`config.mk`:
```
export PLATFORM = sky130hd
export DESIGN_NAME = rh_dma_seq
export DESIGN_NICKNAME = d
export VERILOG_FILES = /design/src/rtl/rh11_pkg.sv /design/src/rtl/rh_bus_timer.sv /design/src/rtl/rh_dma_seq.sv
export SDC_FILE = /design/constraint.sdc
export NUM_CORES = 1
export LEC_CHECK = 0
export ABC_AREA = 1
export CAP_MARGIN = 20
export CORE_ASPECT_RATIO = 0.75
export CORE_MARGIN = 2
export CORE_UTILIZATION = 35
export CTS_BUF_LIST = sky130_fd_sc_hd__clkbuf_2
export CTS_CLUSTER_SIZE = 12
export DETAILED_ROUTE_END_ITERATION = 10
export HOLD_SLACK_MARGIN = 0.15
export PLACE_DENSITY = 0.69
export SLEW_MARGIN = 20
export SYNTH_ARGS = -nofsm -noshare
export SYNTH_HDL_FRONTEND = slang
export SYNTH_SLANG_ARGS = --single-unit
```
`constraint.sdc`:
```
create_clock -name clk -period 3.1 [get_ports clk]
set_input_delay 0.62 -clock clk [delete_from_list [all_inputs] [get_ports clk]]
set_output_delay 0.62 -clock clk [all_outputs]
set_load 0.1 [all_outputs]
```
`src/rtl/rh11_pkg.sv`:
```
// Shared types and constants for the RH11 DMA transfer sequencer.
package rh11_pkg;

    localparam int RH_WORD_W = 36;
    localparam int RH_WC_W   = 16;
    localparam logic [RH_WC_W-1:0] RH_WC_LAST = 16'hFFFF;

    typedef enum logic [2:0] {
        ST_IDLE  = 3'd0,
        ST_FILL  = 3'd1,
        ST_BREQ  = 3'd2,
        ST_BWAIT = 3'd3,
        ST_STEP  = 3'd4,
        ST_DRAIN = 3'd5,
        ST_DONE  = 3'd6
    } rh_state_e;

    // Word count is a negative count, so all-ones means this is the final word.
    function automatic logic is_last_word(input logic [RH_WC_W-1:0] wc);
        return wc == RH_WC_LAST;
    endfunction

endpackage

```
`src/rtl/rh_bus_timer.sv`:
```
// Loadable down-counter that bounds the bus-acknowledge wait; expired_o is high at zero.
module rh_bus_timer #(
    parameter int W = 8
) (
    input  logic         clk,
    input  logic         rstN,
    input  logic         load_i,
    input  logic [W-1:0] load_val_i,
    input  logic         dec_i,
    output logic         expired_o
);

    logic [W-1:0] cnt_q;

    always_ff @(posedge clk or negedge rstN) begin
        if (!rstN) begin
            cnt_q <= '0;
        end else if (load_i) begin
            cnt_q <= load_val_i;
        end else if (dec_i && (cnt_q != '0)) begin
            cnt_q <= cnt_q - W'(1);
        end
    end

    assign expired_o = (cnt_q == '0);

endmodule

```
`src/rtl/rh_dma_seq.sv`:
```
// RH11 DMA transfer sequencer: moves one 36-bit word per drive strobe across the
// KS10 DMA bus, stepping word count / bus address, with NXM timeout and abort.
module rh_dma_seq
    import rh11_pkg::*;
#(
    parameter int TIMEOUT = 255
) (
    input  logic                 clk,
    input  logic                 rstN,
    input  logic                 devRESET,
    input  logic                 rhCLR,
    input  logic                 rhGO,
    input  logic                 rhREAD,
    input  logic [RH_WC_W-1:0]   rhWC,
    input  logic                 drvSTB,
    input  logic [RH_WORD_W-1:0] drvDATAI,
    output logic [RH_WORD_W-1:0] drvDATAO,
    output logic                 drvRDY,
    output logic                 devREQO,
    input  logic                 devACKI,
    output logic                 devWRU,
    input  logic [RH_WORD_W-1:0] devDATAI,
    output logic [RH_WORD_W-1:0] devDATAO,
    output logic                 rhINCWC,
    output logic                 rhINCBA,
    output logic                 rhBUSY,
    output logic                 rhDONE,
    output logic                 rhNXM
);

    // state | meaning
    // IDLE  | waiting for rhGO
    // FILL  | read: waiting for drive word
    // BREQ  | raising bus request, loading timeout
    // BWAIT | request held, waiting for ack or timeout
    // STEP  | word count / bus address increment pulse
    // DRAIN | write: buffer offered to drive
    // DONE  | end of transfer, rhDONE pulse follows

    localparam int TW = (TIMEOUT > 0) ? $clog2(TIMEOUT + 1) : 1;

    rh_state_e            state_q;
    logic [RH_WORD_W-1:0] buf_q;
    logic                 dir_q;
    logic                 last_q;
    logic                 req_q;
    logic                 inc_q;
    logic                 rdy_q;
    logic                 busy_q;
    logic                 done_q;
    logic                 nxm_q;

    logic tmr_load_d;
    logic tmr_dec_d;
    logic tmr_expired;

    assign tmr_load_d = (state_q == ST_BREQ);
    assign tmr_dec_d  = (state_q == ST_BWAIT);

    rh_bus_timer #(.W(TW)) u_timer (
        .clk        (clk),
        .rstN       (rstN),
        .load_i     (tmr_load_d),
        .load_val_i (TW'(TIMEOUT)),
        .dec_i      (tmr_dec_d),
        .expired_o  (tmr_expired)
    );

    always_ff @(posedge clk or negedge rstN) begin
        if (!rstN) begin
            state_q <= ST_IDLE;
            buf_q   <= '0;
            dir_q   <= 1'b0;
            last_q  <= 1'b0;
            req_q   <= 1'b0;
            inc_q   <= 1'b0;
            rdy_q   <= 1'b0;
            busy_q  <= 1'b0;
            done_q  <= 1'b0;
            nxm_q   <= 1'b0;
        end else begin
            inc_q  <= 1'b0;
            done_q <= 1'b0;
            if (devRESET || rhCLR) begin
                state_q <= ST_IDLE;
                req_q   <= 1'b0;
                rdy_q   <= 1'b0;
                busy_q  <= 1'b0;
                nxm_q   <= 1'b0;
            end else begin
                case (state_q)
                    ST_IDLE: begin
                        if (rhGO) begin
                            dir_q   <= rhREAD;
                            nxm_q   <= 1'b0;
                            busy_q  <= 1'b1;
                            state_q <= rhREAD ? ST_FILL : ST_BREQ;
                        end
                    end
                    ST_FILL: begin
                        if (drvSTB) begin
                            buf_q   <= drvDATAI;
                            state_q <= ST_BREQ;
                        end
                    end
                    ST_BREQ: begin
                        req_q   <= 1'b1;
                        state_q <= ST_BWAIT;
                    end
                    ST_BWAIT: begin
                        // An ack on the expiry clock still completes the cycle.
                        if (devACKI) begin
                            req_q   <= 1'b0;
                            inc_q   <= 1'b1;
                            state_q <= ST_STEP;
                            if (!dir_q) begin
                                buf_q <= devDATAI;
                            end
                        end else if (tmr_expired) begin
                            req_q   <= 1'b0;
                            nxm_q   <= 1'b1;
                            state_q <= ST_DONE;
                        end
                    end
                    ST_STEP: begin
                        if (dir_q) begin
                            state_q <= is_last_word(rhWC) ? ST_DONE : ST_FILL;
                        end else begin
                            last_q  <= is_last_word(rhWC);
                            rdy_q   <= 1'b1;
                            state_q <= ST_DRAIN;
                        end
                    end
                    ST_DRAIN: begin
                        if (drvSTB) begin
                            rdy_q   <= 1'b0;
                            state_q <= last_q ? ST_DONE : ST_BREQ;
                        end
                    end
                    ST_DONE: begin
                        done_q  <= 1'b1;
                        busy_q  <= 1'b0;
                        state_q <= ST_IDLE;
                    end
                    default: begin
                        state_q <= ST_IDLE;
                    end
                endcase
            end
        end
    end

    assign drvDATAO = buf_q;
    assign devDATAO = buf_q;
    assign drvRDY   = rdy_q;
    assign devREQO  = req_q;
    assign devWRU   = dir_q;
    assign rhINCWC  = inc_q;
    assign rhINCBA  = inc_q;
    assign rhBUSY   = busy_q;
    assign rhDONE   = done_q;
    assign rhNXM    = nxm_q;

endmodule

```
### M1 wires

Scale: 2 px per um. Supply wires on this layer in gray.
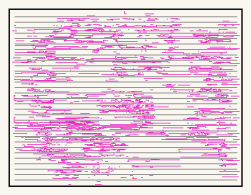
- share of all routed wire: 48%
- nets with wire on the layer: 599

### The metal 3 layer

Scale: 4 px per um.
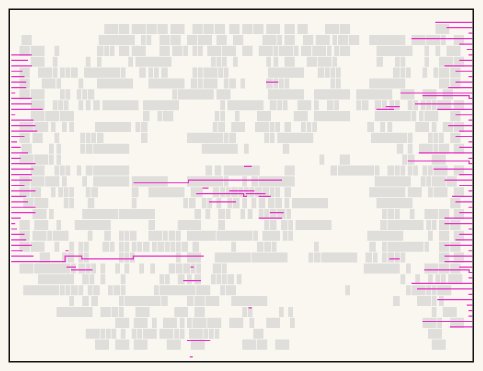
- nets with wire on the layer: 112
- longest straight run: 23.2 um
- wire length on this layer: 623 um
- main direction: horizontal
- share of all routed wire: 7.2%

==> results_slide.txt <==
Synthesis and Place & Route Summary

Setup path
  – Worst EP arrival: 2.62 ns
  – CP delay by family, top: simple AND/OR/NAND/NOR gates
  – Slowest CP cell: dfrtp_1
  – Worst path cell trace: inv_1, nand3_2, inv_2, nand2_1, inv_1, nand2_1, a21oi_1, nand2_1
  – Max incr delay on CP: 0.47 ns
  – Buf/Inv on CP: 3
  – Element type at the critical path end: flop
  – CP Max Fanout: 21

Job
  – Tool Warnings: 26

Route
  – Post-DR vias/cell: 4.443
  – Total number of vias: 3301
  – Met2 wire length: 3789 um
  – DR WL met3: 622 um
  – WL met1: 4125 um
  – Top sig layer: met4
  – Drc violations: 0
  – Post-DR wirelength/cell: 11.60 um

Floorplan
  – Rows: 30
  – Die Area: 0.01015 mm^2
  – # IOs: 176
  – Tapcells: 128

Layout
  – Post-route cell area: 0.004720 mm^2
  – Non-clk bufs: 181
  – # diodes: 0
  – Seq. cell area: 0.001376 mm^2
  – Top cells excl fill/tap: nand2_1, clkdlybuf4s50_1, buf_4
  – Inverters: 63
  – Seq area share: 29.16%
  – Layout cells sized above 1: 15.61%
  – Nets: 712
  – Top cell excl fill/tap: nand2_1
  – Comb gates: 309
  – Fillers: 896

STA
  – Max Clock Freq: 440.7 MHz
  – RSZ-0062 raised after global routing: false
  – Worst slew pin tran: 0.5196 ns
  – Final period util: 73.19%
  – Setup TNS: 0 ns
  – Final setup violating endpoints: 0
  – Worst hold slack: 0.5361 ns
  – Max-slew violation count: 0
  – Worst rel slew slack: 65.36%

Min path
  – Min-Delay Path Class: flop to flop

Global route
  – Grt met1 use: 22.87%
  – Largest net degree at the start of global routing: 73
  – M2 GR Usage: 27.33%
  – GR Util met3: 3.668%
  – First-pass GRT wire length: 13740 um
  – Total track usage: 16.65%
  – Top Usage Layer GRT: met2

Logic synthesis
  – Cell Type Count: 20
  – Synth Flop Type: dfrtp_1
  – Fa+ha+maj area frac: 0.3824%
  – Post-synth net total: 575
  – Ao+oa area frac: 9.178%
  – Simple share: 30.10%
  – Top cells by count: nand2_1, inv_1, dfrtp_1, o21ai_0, buf_4
  – Synth logic family: simple AND/OR/NAND/NOR gates
  – Area share, top type: 42.07%
  – Flops after synth: 55
  – Synthesized cell area: 0.003272 mm^2
  – Async SR Flop Fraction: 100.0%
  – Count leader, synth: nand2_1

Placement
  – Placed cells: 735
  – Setup WS pre-CTS: 0.8395 ns
  – DP HPWL: 6684 um
  – Placed cell area: 0.004676 mm^2
  – IO Port Bufs: 175
  – Routability congestion estimate: 0.8998

Pwr
  – Total power draw: 0.004987 W
  – IR drop worst, VDD: 0.7647 mV

Run status
  – Status: finished, final reports clean

Clock network
  – # H-tree levels: 2
  – Root Buffer Master: clkbuf_2
  – TritonCTS clock tree: built
  – # Post-CTS Setup Buffers: 0
  – Clk sink count: 55
### Local utilization

Scale: 3 px per um. 12 x 9 tiles, from white (low) to dark blue (high), 0 to 100% covered.
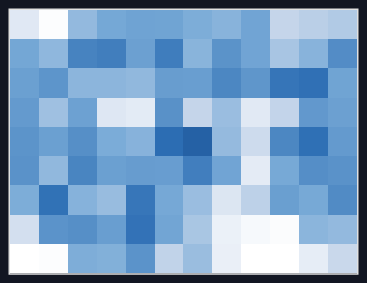
- tiles over 75% full: 1.9%
- mean over tiles: 45%
- fullest tile: 80%
- nearly empty tiles: 4.6%
- emptiest ninth of the die: bottom right
Floorplan Utilization: 36.02%
Finished Core Util: 51.96%
core area: 0.009084 mm^2

### Routed clock nets over the placement

Scale: 3 px per um.
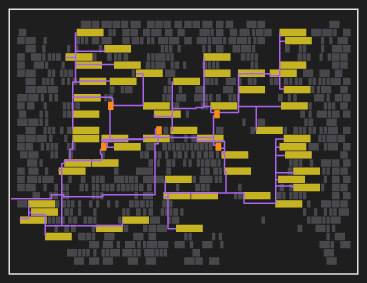
- flip-flops: yellow (count 55)
- cells driving clock nets: orange (count 5)
- clock wires: purple (length 645 um)
- routed clock nets: 6
Clk. pwr: 0.000259 W
clock power share: 5.2%
skew final: 0.01671 ns
Skew-Pair Late Insertion Delay: 0.41 ns

## path summary, 6_finish.rpt
kind,startpoint,to,slack [ns],cells past startpoint
worst max-delay path,state_q[2],u_timer.cnt_q[2],0.83,8
worst min-delay path,drvRDY,drvRDY,0.54,2
worst max register to register,state_q[2],u_timer.cnt_q[2],0.83,8
worst min register to register,drvRDY,drvRDY,0.54,2
max in group asynchronous,rstN,devDATAO[7],1.72,3
min in group asynchronous,rstN,u_timer.cnt_q[1],0.68,2
## timing repair
action,4_1_cts,5_1_grt
hold endpoints to repair,18,0
resized,0,0
hold buffers,1,0
## power by group
part / leakage, nW / switching (W) / total, W / internal, W
sequential: 0.630 / 0.000178 / 0.00109 / 0.000914
combinational: 1.75 / 0.00298 / 0.00364 / 0.000655
clock: 0.0262 / 0.000211 / 0.000259 / 0.0000479
Power figures rest on the tool's default switching activity, not on a simulated workload.
